===== src/rtl/io_port_responder_pkg.sv =====
// Shared types and defaults for the io_port_responder slice.
// Holds the channel FSM encoding and a width helper for the latency timer.
package io_port_responder_pkg;

  localparam int IO_DW_DEF      = 16;
  localparam int IO_DEPTH_DEF   = 8;
  localparam int IO_ACK_LAT_DEF = 1;

  typedef enum logic [1:0] {
    ST_IDLE = 2'd0,
    ST_WAIT = 2'd1,
    ST_ACK  = 2'd2,
    ST_REL  = 2'd3
  } io_state_e;

  // Timer only ever holds ACK_LAT-1, so clog2(ACK_LAT) bits suffice (min 1).
  function automatic int io_lat_w(input int lat);
    return (lat > 1) ? $clog2(lat) : 1;
  endfunction

endpackage


===== src/rtl/io_port_responder_if.sv =====
// CPU word-I/O handshake plus RX/TX stream bundle for io_port_responder.
// The slave modport is the responder's view; master is the CPU/board side.
interface io_port_responder_if #(
  parameter int DW    = 16,
  parameter int DEPTH = 8
);
  localparam int CW = $clog2(DEPTH) + 1;

  logic          inp_req;
  logic          inp_ack;
  logic [DW-1:0] inp_data;
  logic          out_req;
  logic [DW-1:0] out_data;
  logic          out_ack;
  logic          rx_valid;
  logic [DW-1:0] rx_data;
  logic          rx_ready;
  logic          tx_valid;
  logic [DW-1:0] tx_data;
  logic          tx_ready;
  logic [CW-1:0] rx_count;
  logic [CW-1:0] tx_count;

  modport slave (
    input  inp_req, out_req, out_data, rx_valid, rx_data, tx_ready,
    output inp_ack, inp_data, out_ack, rx_ready, tx_valid, tx_data,
           rx_count, tx_count
  );

  modport master (
    output inp_req, out_req, out_data, rx_valid, rx_data, tx_ready,
    input  inp_ack, inp_data, out_ack, rx_ready, tx_valid, tx_data,
           rx_count, tx_count
  );

endinterface


===== src/rtl/io_port_responder_sync_fifo.sv =====
// io_sync_fifo: single-clock FIFO with occupancy count and registered head.
// Push at full and pop at empty are silently refused.
module io_sync_fifo #(
  parameter int DW    = 16,
  parameter int DEPTH = 8
) (
  input  logic                     clk,
  input  logic                     rst_b,
  input  logic                     push,
  input  logic [DW-1:0]            din,
  input  logic                     pop,
  output logic                     full,
  output logic                     empty,
  output logic [$clog2(DEPTH):0]   count,
  output logic [DW-1:0]            head
);
  localparam int AW = $clog2(DEPTH);
  localparam int CW = AW + 1;

  logic [DW-1:0] mem_q [DEPTH];
  logic [DW-1:0] mem_d [DEPTH];
  logic [AW-1:0] wr_ptr_q, wr_ptr_d;
  logic [AW-1:0] rd_ptr_q, rd_ptr_d;
  logic [CW-1:0] count_q, count_d;
  logic          push_ok, pop_ok;

  assign full    = (count_q == CW'(DEPTH));
  assign empty   = (count_q == '0);
  assign push_ok = push & ~full;
  assign pop_ok  = pop & ~empty;
  assign count   = count_q;
  assign head    = mem_q[rd_ptr_q];

  always_comb begin
    mem_d    = mem_q;
    wr_ptr_d = wr_ptr_q;
    rd_ptr_d = rd_ptr_q;
    count_d  = count_q;
    if (push_ok) begin
      mem_d[wr_ptr_q] = din;
      wr_ptr_d        = wr_ptr_q + AW'(1);
    end
    if (pop_ok) begin
      rd_ptr_d = rd_ptr_q + AW'(1);
    end
    // DEPTH is a power of two, so the pointers wrap on their own.
    case ({push_ok, pop_ok})
      2'b10:   count_d = count_q + CW'(1);
      2'b01:   count_d = count_q - CW'(1);
      default: count_d = count_q;
    endcase
  end

  always_ff @(posedge clk or negedge rst_b) begin
    if (!rst_b) begin
      for (int i = 0; i < DEPTH; i++) mem_q[i] <= '0;
      wr_ptr_q <= '0;
      rd_ptr_q <= '0;
      count_q  <= '0;
    end else begin
      mem_q    <= mem_d;
      wr_ptr_q <= wr_ptr_d;
      rd_ptr_q <= rd_ptr_d;
      count_q  <= count_d;
    end
  end

endmodule


===== src/rtl/io_port_responder.sv =====
// Peripheral responder for the CPU word-I/O handshake with RX/TX FIFOs.
// Optional IO_PORT_LOOPBACK_EN adds a loopback input routing CPU output words into RX.
//
// state | meaning
// IDLE  | no request pending
// WAIT  | request seen; latency timer running / waiting for FIFO readiness
// ACK   | one-cycle ack; RX pops or TX pushes this cycle
// REL   | ack given; waiting for the CPU to drop req
module io_port_responder
  import io_port_responder_pkg::*;
#(
  parameter int DW      = IO_DW_DEF,
  parameter int DEPTH   = IO_DEPTH_DEF,
  parameter int ACK_LAT = IO_ACK_LAT_DEF
) (
  input logic                clk,
  input logic                rst_b,
  io_port_responder_if.slave bus
`ifdef IO_PORT_LOOPBACK_EN
  ,
  input logic                loopback
`endif
);
  localparam int LW = io_lat_w(ACK_LAT);
  localparam int CW = $clog2(DEPTH) + 1;

  // Channel index 0 is the CPU input (RX) side, 1 the CPU output (TX) side.
  logic [1:0] req;
  logic [1:0] ready;
  logic [1:0] ack;
  logic [1:0] take;

  logic          rx_full, rx_empty, rx_push;
  logic [DW-1:0] rx_din, rx_head;
  logic [CW-1:0] rx_cnt;
  logic          tx_full, tx_empty, tx_push;
  logic [DW-1:0] tx_head;
  logic [CW-1:0] tx_cnt;
  logic [DW-1:0] inp_data_q, inp_data_d;

  assign req[0] = bus.inp_req;
  assign req[1] = bus.out_req;

  for (genvar ch = 0; ch < 2; ch++) begin : g_chan
    io_state_e     state_q, state_d;
    logic [LW-1:0] lat_q, lat_d;

    always_comb begin
      state_d = state_q;
      lat_d   = lat_q;
      unique case (state_q)
        ST_IDLE: begin
          if (req[ch]) begin
            state_d = ST_WAIT;
            lat_d   = LW'(ACK_LAT - 1);
          end
        end
        ST_WAIT: begin
          if (!req[ch]) begin
            state_d = ST_IDLE;
          end else if (lat_q != '0) begin
            lat_d = lat_q - LW'(1);
          end else if (ready[ch]) begin
            state_d = ST_ACK;
          end
        end
        ST_ACK:  state_d = ST_REL;
        ST_REL:  if (!req[ch]) state_d = ST_IDLE;
        default: state_d = ST_IDLE;
      endcase
    end

    always_ff @(posedge clk or negedge rst_b) begin
      if (!rst_b) begin
        state_q <= ST_IDLE;
        lat_q   <= '0;
      end else begin
        state_q <= state_d;
        lat_q   <= lat_d;
      end
    end

    assign ack[ch]  = (state_q == ST_ACK);
    assign take[ch] = (state_q == ST_WAIT) && (state_d == ST_ACK);
  end

`ifdef IO_PORT_LOOPBACK_EN
  // In loopback the TX channel owns the RX write port; the stream side is shut out.
  assign rx_push      = loopback ? ack[1] : (bus.rx_valid & ~rx_full);
  assign rx_din       = loopback ? bus.out_data : bus.rx_data;
  assign tx_push      = ack[1] & ~loopback;
  assign ready[1]     = loopback ? ~rx_full : ~tx_full;
  assign bus.rx_ready = ~rx_full & ~loopback;
`else
  assign rx_push      = bus.rx_valid & ~rx_full;
  assign rx_din       = bus.rx_data;
  assign tx_push      = ack[1];
  assign ready[1]     = ~tx_full;
  assign bus.rx_ready = ~rx_full;
`endif
  assign ready[0] = ~rx_empty;

  io_sync_fifo #(.DW(DW), .DEPTH(DEPTH)) u_rx_fifo (
    .clk   (clk),
    .rst_b (rst_b),
    .push  (rx_push),
    .din   (rx_din),
    .pop   (ack[0]),
    .full  (rx_full),
    .empty (rx_empty),
    .count (rx_cnt),
    .head  (rx_head)
  );

  io_sync_fifo #(.DW(DW), .DEPTH(DEPTH)) u_tx_fifo (
    .clk   (clk),
    .rst_b (rst_b),
    .push  (tx_push),
    .din   (bus.out_data),
    .pop   (bus.tx_ready),
    .full  (tx_full),
    .empty (tx_empty),
    .count (tx_cnt),
    .head  (tx_head)
  );

  // Word is captured as the RX channel commits to ACK and held until the next one.
  always_comb begin
    inp_data_d = inp_data_q;
    if (take[0]) inp_data_d = rx_head;
  end

  always_ff @(posedge clk or negedge rst_b) begin
    if (!rst_b) inp_data_q <= '0;
    else        inp_data_q <= inp_data_d;
  end

  assign bus.inp_ack  = ack[0];
  assign bus.inp_data = inp_data_q;
  assign bus.out_ack  = ack[1];
  assign bus.tx_valid = ~tx_empty;
  assign bus.tx_data  = tx_head;
  assign bus.rx_count = rx_cnt;
  assign bus.tx_count = tx_cnt;

endmodule


===== src/flat_wrapper.sv =====
// flat-port wrapper written by rule: the top's interface ports become plain ports
module io_port_responder_flat import io_port_responder_pkg::*;
#(
  parameter int DW      = IO_DW_DEF,
  parameter int DEPTH   = IO_DEPTH_DEF,
  parameter int ACK_LAT = IO_ACK_LAT_DEF
)
  (clk, rst_b, bus_inp_req, bus_out_req, bus_out_data, bus_rx_valid, bus_rx_data, bus_tx_ready, bus_inp_ack, bus_inp_data, bus_out_ack, bus_rx_ready, bus_tx_valid, bus_tx_data, bus_rx_count, bus_tx_count);
  io_port_responder_if #(.DW(DW), .DEPTH(DEPTH)) bus_i ();
  input logic clk;
  input logic rst_b;
  input wire logic [$bits(bus_i.inp_req)-1:0] bus_inp_req;
  input wire logic [$bits(bus_i.out_req)-1:0] bus_out_req;
  input wire logic [$bits(bus_i.out_data)-1:0] bus_out_data;
  input wire logic [$bits(bus_i.rx_valid)-1:0] bus_rx_valid;
  input wire logic [$bits(bus_i.rx_data)-1:0] bus_rx_data;
  input wire logic [$bits(bus_i.tx_ready)-1:0] bus_tx_ready;
  output wire logic [$bits(bus_i.inp_ack)-1:0] bus_inp_ack;
  output wire logic [$bits(bus_i.inp_data)-1:0] bus_inp_data;
  output wire logic [$bits(bus_i.out_ack)-1:0] bus_out_ack;
  output wire logic [$bits(bus_i.rx_ready)-1:0] bus_rx_ready;
  output wire logic [$bits(bus_i.tx_valid)-1:0] bus_tx_valid;
  output wire logic [$bits(bus_i.tx_data)-1:0] bus_tx_data;
  output wire logic [$bits(bus_i.rx_count)-1:0] bus_rx_count;
  output wire logic [$bits(bus_i.tx_count)-1:0] bus_tx_count;
  assign bus_i.inp_req = bus_inp_req;
  assign bus_i.out_req = bus_out_req;
  assign bus_i.out_data = bus_out_data;
  assign bus_i.rx_valid = bus_rx_valid;
  assign bus_i.rx_data = bus_rx_data;
  assign bus_i.tx_ready = bus_tx_ready;
  assign bus_inp_ack = bus_i.inp_ack;
  assign bus_inp_data = bus_i.inp_data;
  assign bus_out_ack = bus_i.out_ack;
  assign bus_rx_ready = bus_i.rx_ready;
  assign bus_tx_valid = bus_i.tx_valid;
  assign bus_tx_data = bus_i.tx_data;
  assign bus_rx_count = bus_i.rx_count;
  assign bus_tx_count = bus_i.tx_count;
  io_port_responder #(.DW(DW), .DEPTH(DEPTH), .ACK_LAT(ACK_LAT)) u_core (.clk(clk), .rst_b(rst_b), .bus(bus_i));
endmodule

===== config.mk =====
export PLATFORM = sky130hd
export DESIGN_NAME = io_port_responder_flat
export DESIGN_NICKNAME = d
export VERILOG_FILES = /design/src/rtl/io_port_responder_pkg.sv /design/src/rtl/io_port_responder_if.sv /design/src/rtl/io_port_responder_sync_fifo.sv /design/src/rtl/io_port_responder.sv /design/src/flat_wrapper.sv
export SDC_FILE = /design/constraint.sdc
export NUM_CORES = 1
export LEC_CHECK = 0
export ABC_CLOCK_PERIOD_IN_PS = 7700
export CAP_MARGIN = 20
export CORE_MARGIN = 4
export CORE_UTILIZATION = 60
export CTS_BUF_LIST = sky130_fd_sc_hd__clkbuf_4 sky130_fd_sc_hd__clkbuf_8 sky130_fd_sc_hd__clkbuf_16
export CTS_CLUSTER_DIAMETER = 120
export DETAILED_ROUTE_END_ITERATION = 6
export PLACE_DENSITY = 0.88
export SETUP_SLACK_MARGIN = 0.15
export SYNTH_ARGS = -nofsm -noshare
export SYNTH_HDL_FRONTEND = slang
export SYNTH_SLANG_ARGS = --single-unit
export TNS_END_PERCENT = 20

===== constraint.sdc =====
create_clock -name clk -period 7.7 [get_ports clk]
set_input_delay 0.77 -clock clk [delete_from_list [all_inputs] [get_ports clk]]
set_output_delay 0.77 -clock clk [all_outputs]
set_load 0.02 [all_outputs]

Run 1, wire density map:
(2 px per um) 31 x 31 tiles, from dark purple (low) to yellow (high), scaled to the fullest tile. Values are wire area over tile area, all layers added.
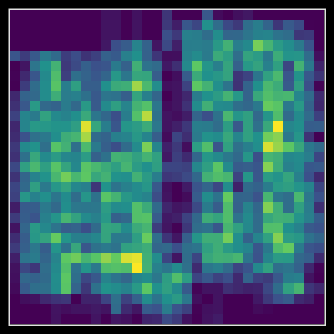
- nearly empty tiles: 12%
- mean over tiles: 0.17
- tiles over half the peak: 27%
- fullest tile: 0.48
- emptiest ninth of the die: upper left

Run 1, cell sizes after repair:
(2 px per um)
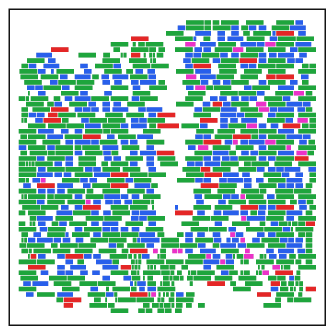
- red: drive 6 and up (cells 45; share 4.8%; most used clkbuf_16)
- blue: drive 2 (cells 348; share 37%; most used mux2_2)
- magenta: drive 3 to 4 (cells 31; share 3.3%; most used mux2_4)
- green: drive 1 or less (cells 508; share 55%; most used dfrtp_1)

==> flow_summary.toml, run 1 <==
# generated from flow reports
[global_routing]
met1_usage_pct = 28.1
grt_util_met3_pct = 3.35

[worst_setup_path]
r2r_end = "u_core.u_tx_fifo.count[2]"
cp_num_buf_inv = 2
reg2regPathDepth = 10

[cells_and_area]
final_cell_mix = "294 x dfrtp_1, 265 x mux2_2, 80 x clkdlybuf4s50_1"
signal_buffers = 93
clock_cell_area_share_pct = 6.54
stdcell_area_sq_um = 15400

[synthesis]
postSynthAreaPerCell_sq_um = 16.0
xor_share_pct = 1.18
logic_family = "multiplexers"
syn_area_sq_um = 13400
synth-cells-yosys = 836
ys_chip_area_sq_um = 13400
adder_share_pct = 0.937

[placed_design]
dp.cells = 1156
dpl.hpwl_um = 15400
port_buffers = 81

[die]
die_h_um = 157
die_area_sq_um = 24700

[route]
m1WireLength_um = 11000
initialDrtViolationCount = 367

[job]
warning_count = 32

[status]
outcome = "finished, final reports clean"
Run 1, supply network:
(3 px per um) Pins as bars on the die edge.
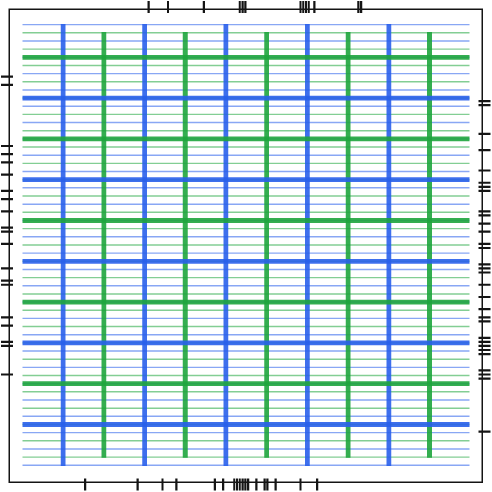
- blue: VSS
- green: VDD
- met5 straps: 10
- signal pins: 82
- met1 rails: 55
- rows: 54

Run 1, zoomed window:
Region (54, 85) to (104, 135) um. Cells in gray, sequential cells in the stronger gray; small squares are vias.
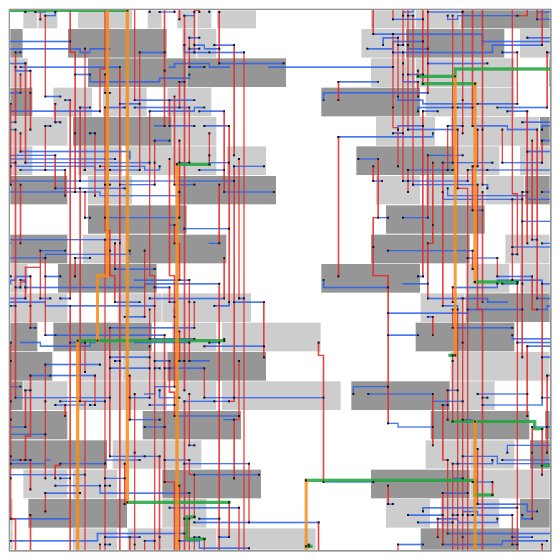

==> inputs of run 2 (changes only) <==
--- a/config.mk
+++ b/config.mk
@@ -5,14 +5,14 @@
 export SDC_FILE = /design/constraint.sdc
 export NUM_CORES = 1
 export LEC_CHECK = 0
-export ABC_CLOCK_PERIOD_IN_PS = 7700
+export ABC_CLOCK_PERIOD_IN_PS = 2970
 export CAP_MARGIN = 20
 export CORE_MARGIN = 4
-export CORE_UTILIZATION = 60
+export CORE_UTILIZATION = 54
 export CTS_BUF_LIST = sky130_fd_sc_hd__clkbuf_4 sky130_fd_sc_hd__clkbuf_8 sky130_fd_sc_hd__clkbuf_16
 export CTS_CLUSTER_DIAMETER = 120
 export DETAILED_ROUTE_END_ITERATION = 6
-export PLACE_DENSITY = 0.88
+export PLACE_DENSITY = 0.84
 export SETUP_SLACK_MARGIN = 0.15
 export SYNTH_ARGS = -nofsm -noshare
 export SYNTH_HDL_FRONTEND = slang
==> constraint.sdc (replaced) <==
create_clock -name clk -period 2.97 [get_ports clk]
set_input_delay 0.297 -clock clk [delete_from_list [all_inputs] [get_ports clk]]
set_output_delay 0.297 -clock clk [all_outputs]
set_load 0.02 [all_outputs]
Run 2, zoomed window:
Region (58, 91) to (108, 141) um. Cells in gray, sequential cells in the stronger gray; small squares are vias.
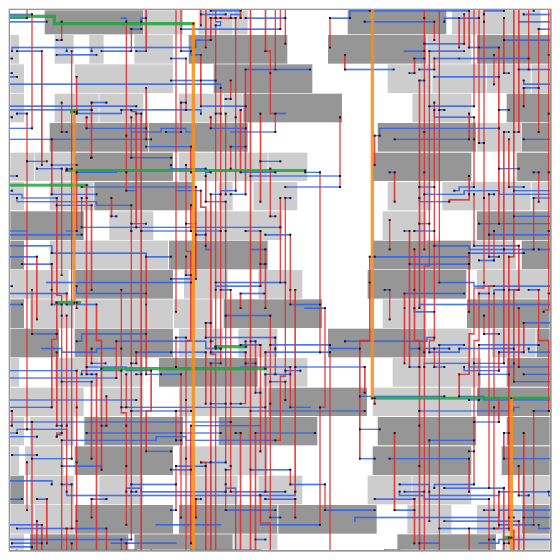
- orange: met4
- red: met2
- green: met3
- blue: met1
- sequential cells in the window: 37
- most frequent: dfrtp_1 (37), mux2_2 (34), mux4_2 (9)
- netlist names of flops here include: `u_core.u_rx_fifo.mem_q` (20), `u_core.u_tx_fifo.mem_q` (14), `u_core.bus.inp_data` (3)
- cells with their middle in the window: 103

==> run 2 against run 1 <==
Register-to-register slack got worse by 4.8 ns. Non-clock buffer count rose by 21. Synthesized cell count did not move. Critical path depth did not move. Count of clock-buffer cells in the layout fell by 3.
==> flow_summary.toml, run 2 <==
# generated from flow reports
[status]
outcome = "finished, final reports clean"

[worst_setup_path]
critPathArrivalTime_ns = 2.54
r2r_end = "u_core.u_tx_fifo.count[2]"
cp_num_buf_inv = 2
reg2regPathDepth = 10

[synthesis]
synth_flops = 296
ys_chip_area_sq_um = 13400
postSynthAreaPerCell_sq_um = 16.0
logic_family = "multiplexers"
xor_share_pct = 1.18
synth-cells-yosys = 836
adder_share_pct = 0.937
syn_area_sq_um = 13400

[cts]
cts_tree = "built"
root_buffer = "clkbuf_16"
cts_resized = 3

[power]
seq_power_share_pct = 38.1
combPwrFrac_pct = 41.0

[die]
rows = 57
die_area_sq_um = 27300
die_h_um = 165

[placed_design]
port_buffers = 81
dp.cells = 1220

[cells_and_area]
clock_cell_area_share_pct = 6.95
layout_top_cell = "dfrtp_1"
final_cell_mix = "294 x dfrtp_1, 265 x mux2_2, 75 x clkdlybuf4s50_1"
num-fill-cells = 1692
utilization_pct = 64.5
dominant_cells = "sequential cells"
signal_buffers = 114

[global_routing]
grt_util_met3_pct = 2.78
met1_usage_pct = 26.7

[route]
initialDrtViolationCount = 333
m1WireLength_um = 11400
Run 2, supply network:
(3 px per um) Pins as bars on the die edge.
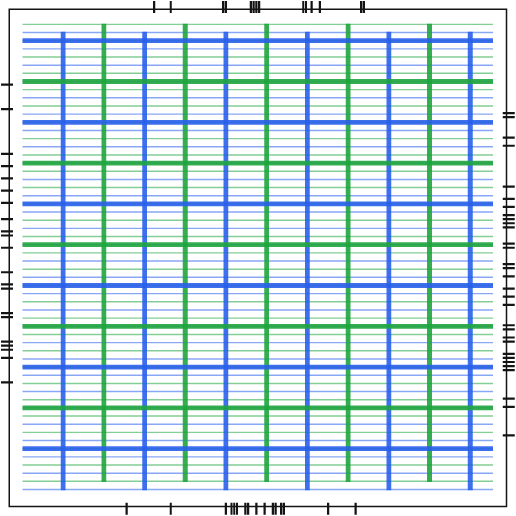
- green: VDD
- blue: VSS
- rows: 57
- met4 straps: 11

==> inputs of run 3 (changes only) <==
--- a/config.mk
+++ b/config.mk
@@ -14,6 +14,7 @@
 export DETAILED_ROUTE_END_ITERATION = 6
 export PLACE_DENSITY = 0.84
 export SETUP_SLACK_MARGIN = 0.15
+export SLEW_MARGIN = 20
 export SYNTH_ARGS = -nofsm -noshare
 export SYNTH_HDL_FRONTEND = slang
 export SYNTH_SLANG_ARGS = --single-unit
Run 3, zoomed window:
Region (58, 91) to (108, 141) um. Cells in gray, sequential cells in the stronger gray; small squares are vias.
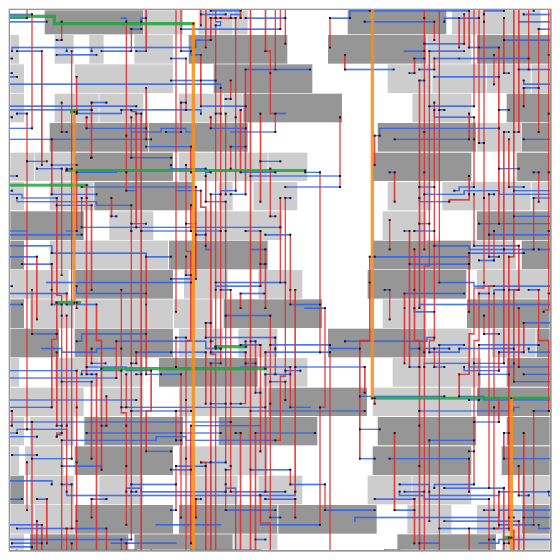
- red: met2
- orange: met4
- blue: met1
- green: met3
- netlist names of flops here include: `u_core.u_rx_fifo.mem_q` (20), `u_core.u_tx_fifo.mem_q` (14), `u_core.bus.inp_data` (3)
- cells with their middle in the window: 103
- most frequent: dfrtp_1 (37), mux2_2 (34), mux4_2 (9)
- sequential cells in the window: 37

==> run 3 against run 2 <==
Hold slack did not move. Cell count did not move. Sequential share of layout area did not move. Register-to-register slack barely moved. First-iteration DRC count did not move. Clock power barely moved. Critical endpoint unchanged. Highest routed layer unchanged.
==> flow_summary.toml, run 3 <==
# generated from flow reports
[cells_and_area]
utilization_pct = 64.5
num-fill-cells = 1692
stdcell_area_sq_um = 15700
signal_buffers = 114
clock_cell_area_share_pct = 6.95

[cts]
root_buffer = "clkbuf_16"
cts_resized = 3
cts_tree = "built"

[global_routing]
grt_util_met3_pct = 2.78
met1_usage_pct = 26.7

[placed_design]
dpl.hpwl_um = 16300
port_buffers = 81
dp.cells = 1220

[synthesis]
syn_area_sq_um = 13400
ys_chip_area_sq_um = 13400
synth-cells-yosys = 836
logic_family = "multiplexers"
adder_share_pct = 0.937
xor_share_pct = 1.18
postSynthAreaPerCell_sq_um = 16.0

[worst_setup_path]
reg2regPathDepth = 10
critPathArrivalTime_ns = 2.54
r2r_end = "u_core.u_tx_fifo.count[2]"

[route]
m1WireLength_um = 11400

[power]
combPwrFrac_pct = 41.0

[die]
die_h_um = 165
rows = 57

[status]
outcome = "finished, final reports clean"

[job]
warning_count = 30
Run 3, placed standard cells:
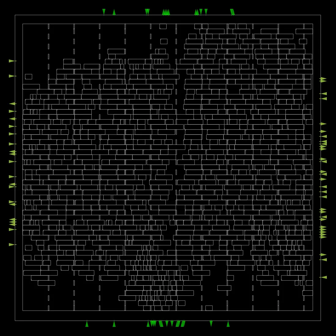
CORE AREA: 24300 sq um
seq_cells: 296
tap cell count: 324
Non-Filler Instances: 1277

Power is estimated from default activity; no workload was simulated.
